`src/rtl/power_gesture_if.sv`:
```
// power_gesture_if: raw button inputs, timing configuration and status outputs of power_gesture_ctrl
interface power_gesture_if #(parameter int CNT_W = 30);
  logic power_button, left_button, right_button;
  logic [CNT_W-1:0] gesture_time, idle_time;
  logic power_status, power_on_pulse, power_off_pulse, gesture_armed;
  modport master (
    output power_button, left_button, right_button, gesture_time, idle_time,
    input power_status, power_on_pulse, power_off_pulse, gesture_armed
  );
  modport slave (
    input power_button, left_button, right_button, gesture_time, idle_time,
    output power_status, power_on_pulse, power_off_pulse, gesture_armed
  );
endinterface

```
`src/rtl/power_gesture_ctrl.sv`:
```
// power_gesture_ctrl: debounced power-button and left/right gesture on/off controller.
// Optional idle auto-off is built when AUTO_OFF_EN is defined.
module power_gesture_ctrl #(
  parameter int CNT_W = 30,
  parameter int DEBOUNCE_CYC = 20_000_000,
  parameter int LONG_PRESS_CYC = 300_000_000
) (
  input logic clk,
  input logic rst,
  power_gesture_if.slave bus
);
  localparam logic [CNT_W-1:0] DB_MAX = CNT_W'(DEBOUNCE_CYC - 1);
  localparam logic [CNT_W-1:0] LP = CNT_W'(LONG_PRESS_CYC);
  typedef enum logic {G_IDLE, G_ARMED} g_state_t;
  g_state_t g_state;
  logic [2:0] s1, s2, db, db_q, rise, fall;
  logic [CNT_W-1:0] db_cnt [3];
  logic [CNT_W-1:0] hold_cnt, win_cnt;
  logic long_seen, on, on_p, off_p;
  logic gt_ok, both, long_evt, short_evt, arm_evt, comp_evt, auto_evt, go_on, go_off;
  // bit 0 power, bit 1 left, bit 2 right
  always_ff @(posedge clk or posedge rst)
    if (rst) begin
      s1 <= '0;
      s2 <= '0;
      db <= '0;
      db_q <= '0;
      for (int i = 0; i < 3; i++) db_cnt[i] <= '0;
    end else begin
      s1 <= {bus.right_button, bus.left_button, bus.power_button};
      s2 <= s1;
      db_q <= db;
      for (int i = 0; i < 3; i++)
        if (s2[i] == db[i]) db_cnt[i] <= '0;
        else if (db_cnt[i] >= DB_MAX) begin
          db_cnt[i] <= '0;
          db[i] <= s2[i];
        end else db_cnt[i] <= db_cnt[i] + 1'b1;
    end
  assign rise = db & ~db_q;
  assign fall = ~db & db_q;
  assign gt_ok = bus.gesture_time != '0;
  assign both = rise[1] & rise[2];
  // long_seen makes the long-press decision fire once per hold despite saturation
  assign long_evt = on && hold_cnt == LP && !long_seen;
  assign short_evt = !on && fall[0] && hold_cnt < LP;
  assign arm_evt = gt_ok && (on ? rise[2] : rise[1]);
  assign comp_evt = gt_ok && g_state == G_ARMED && !both && (on ? rise[1] : rise[2]);
  assign go_off = on && (long_evt || comp_evt || auto_evt);
  assign go_on = !on && (comp_evt || short_evt);
`ifdef AUTO_OFF_EN
  logic [CNT_W-1:0] idle_cnt;
  always_ff @(posedge clk or posedge rst)
    if (rst) idle_cnt <= '0;
    else idle_cnt <= (!on || db != '0 || go_on || go_off) ? '0 : idle_cnt == '1 ? idle_cnt : idle_cnt + 1'b1;
  assign auto_evt = bus.idle_time != '0 && idle_cnt >= bus.idle_time;
`else
  logic unused_idle;
  assign unused_idle = ^bus.idle_time;
  assign auto_evt = 1'b0;
`endif
  always_ff @(posedge clk or posedge rst)
    if (rst) begin
      on <= 1'b0;
      on_p <= 1'b0;
      off_p <= 1'b0;
      hold_cnt <= '0;
      long_seen <= 1'b0;
      win_cnt <= '0;
      g_state <= G_IDLE;
    end else begin
      on_p <= go_on;
      off_p <= go_off;
      if (go_on || go_off) on <= go_on;
      hold_cnt <= !db[0] ? '0 : hold_cnt == LP ? LP : hold_cnt + 1'b1;
      long_seen <= hold_cnt == LP;
      if (go_on || go_off) g_state <= G_IDLE;
      else if (arm_evt) begin
        g_state <= G_ARMED;
        win_cnt <= '0;
      end else if (g_state == G_ARMED && (!gt_ok || win_cnt == bus.gesture_time - 1'b1)) g_state <= G_IDLE;
      else if (win_cnt != '1) win_cnt <= win_cnt + 1'b1;
    end
  assign bus.power_status = on;
  assign bus.power_on_pulse = on_p;
  assign bus.power_off_pulse = off_p;
  assign bus.gesture_armed = g_state == G_ARMED;
endmodule
```
`src/flat_wrapper.sv`:
```
// flat-port wrapper written by rule: the top's interface ports become plain ports
module power_gesture_ctrl_flat 
#(
  parameter int CNT_W = 30,
  parameter int DEBOUNCE_CYC = 20_000_000,
  parameter int LONG_PRESS_CYC = 300_000_000
)
  (clk, rst, bus_power_button, bus_left_button, bus_right_button, bus_gesture_time, bus_idle_time, bus_power_status, bus_power_on_pulse, bus_power_off_pulse, bus_gesture_armed);
  power_gesture_if #(.CNT_W(CNT_W)) bus_i ();
  input logic clk;
  input logic rst;
  input wire logic [$bits(bus_i.power_button)-1:0] bus_power_button;
  input wire logic [$bits(bus_i.left_button)-1:0] bus_left_button;
  input wire logic [$bits(bus_i.right_button)-1:0] bus_right_button;
  input wire logic [$bits(bus_i.gesture_time)-1:0] bus_gesture_time;
  input wire logic [$bits(bus_i.idle_time)-1:0] bus_idle_time;
  output wire logic [$bits(bus_i.power_status)-1:0] bus_power_status;
  output wire logic [$bits(bus_i.power_on_pulse)-1:0] bus_power_on_pulse;
  output wire logic [$bits(bus_i.power_off_pulse)-1:0] bus_power_off_pulse;
  output wire logic [$bits(bus_i.gesture_armed)-1:0] bus_gesture_armed;
  assign bus_i.power_button = bus_power_button;
  assign bus_i.left_button = bus_left_button;
  assign bus_i.right_button = bus_right_button;
  assign bus_i.gesture_time = bus_gesture_time;
  assign bus_i.idle_time = bus_idle_time;
  assign bus_power_status = bus_i.power_status;
  assign bus_power_on_pulse = bus_i.power_on_pulse;
  assign bus_power_off_pulse = bus_i.power_off_pulse;
  assign bus_gesture_armed = bus_i.gesture_armed;
  power_gesture_ctrl #(.CNT_W(CNT_W), .DEBOUNCE_CYC(DEBOUNCE_CYC), .LONG_PRESS_CYC(LONG_PRESS_CYC)) u_core (.clk(clk), .rst(rst), .bus(bus_i));
endmodule
```
`config.mk`:
```
export PLATFORM = sky130hd
export DESIGN_NAME = power_gesture_ctrl_flat
export DESIGN_NICKNAME = d
export VERILOG_FILES = /design/src/rtl/power_gesture_if.sv /design/src/rtl/power_gesture_ctrl.sv /design/src/flat_wrapper.sv
export SDC_FILE = /design/constraint.sdc
export NUM_CORES = 1
export LEC_CHECK = 0
export CELL_PAD_IN_SITES_DETAIL_PLACEMENT = 1
export CELL_PAD_IN_SITES_GLOBAL_PLACEMENT = 1
export CORE_ASPECT_RATIO = 2
export CORE_MARGIN = 3
export CORE_UTILIZATION = 45
export DETAILED_ROUTE_END_ITERATION = 12
export PLACE_DENSITY_LB_ADDON = 0.05
export SKIP_LAST_GASP = 1
export SYNTH_ARGS = -nofsm -noshare
export SYNTH_HDL_FRONTEND = slang
export SYNTH_SLANG_ARGS = --single-unit
```
`constraint.sdc`:
```
create_clock -name clk -period 7.4 [get_ports clk]
set_input_delay 1.11 -clock clk [delete_from_list [all_inputs] [get_ports clk]]
set_output_delay 1.11 -clock clk [all_outputs]
set_load 0.1 [all_outputs]
```
### Routed clock nets over the placement

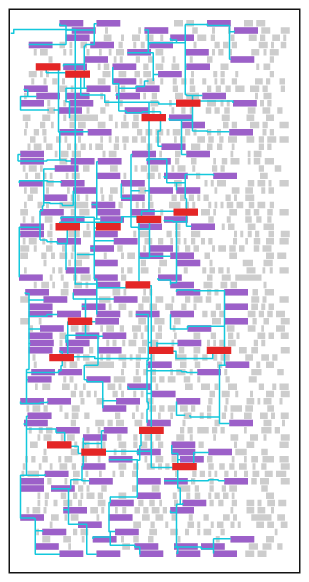
- flip-flops: purple (count 167)
- clock wires: cyan (length 2210 um)
- cells driving clock nets: red (count 17)
- routed clock nets: 18

### Zoomed window

Scale bar: 10 um. Window x 42 to 67, y 51 to 76 um. Cells in gray, sequential cells in the stronger gray; small squares are vias.
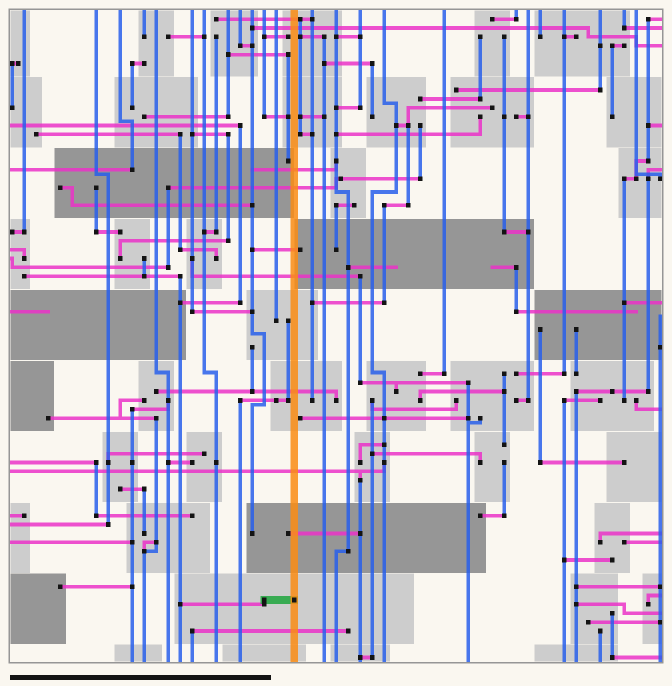
- met3: green
- met1: magenta
- met4: orange
- met2: blue
- sequential cells in the window: 5
- netlist names of flops here include: u_core.hold_cnt (2)
- cells with their middle in the window: 36
- most frequent: nand2_1 (6), nor2_1 (5), dfrtp_1 (5)

### Cell outlines without signal wires

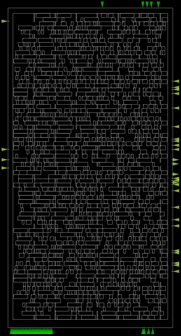
fraction of area in registers: 39.2%
# fillers: 2375
CORE AREA: 0.0205 sq mm

### Wire density map

11 x 21 tiles, from black (low) to pale yellow (high), scaled to the fullest tile. Values are wire area over tile area, all layers added.
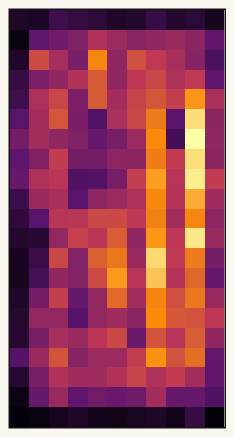
- nearly empty tiles: 0.90%
- emptiest ninth of the die: lower left
- tiles over half the peak: 28%
Vias: 7703
DRT Wirelength: 25100 um
total global-route track usage: 23.3%
drt wl/cell: 18.6 um

==> reports/qor.csv <==
metric;value;unit
setup_viol;0;
topCombFamilyByArea;simple AND/OR/NAND/NOR gates;
finalHoldViolations;0;
final_cells;1345;
synth_top_cell_by_count;dfrtp_1;
regArea;0.00418;sq mm
drcViolationCount;0;
skew;13.2;ps
rsz0062_at_grt;false;
cp_common_cell;nand4_1;
cp_num_buf_inv;3;
mux_share;1.75;%
min_path_cells;0;
fin_util;52.1;%
tightest_slew;1050;ps
total_power;2.26;mW
synth_area_per_cell;9.15;sq um
worstSetupStartpoint;bus_gesture_time[0];
edf_count;0;
synthFlopType;dfrtp_1;
final_nets;1139;
whs_endpoint;u_core.s2[1]$_DFF_PP0_;
yosys.area_share.simple;30.4;%
p_seq_share;43.5;%
netSwitchingPower;0.646;mW
die_h;210;um
p_sw_share;28.6;%
outcome;finished clean;
worstPathMaxFanout;37;
worstSetupEndpoint;u_core.win_cnt[22]$_DFFE_PP0P_;
synthArstFlopShare;100;%
slowest_delay;590;ps
timing.rr.start;u_core.hold_cnt[4]$_DFF_PP0_;
wl_met2;14700;um
root_buffer;clkbuf_16;
hold_path_startpoint;u_core.s1[1]$_DFF_PP0_;
critPathSlowestCell;nor3_1;
drtAntennaViolNets;0;
cts_tree;done;
clock_buffers;20;
ctsHoldBuffers;0;
ys.flops;167;
required;7760;ps
ys_cells;1026;
inverters;26;
logic_area;0.00500;sq mm
clk_share;5.94;%
antenna_found_initial;0;
path_cells;clkdlybuf4s50_1, inv_1, ha_1, or3b_1, nor3_1, a21oi_1, nor4b_1, nand4_1, o41a_1, buf_4, nand4_1, mux2i_1;
rows;74;
dr.pass1.iters;4;
clock-sinks;167;
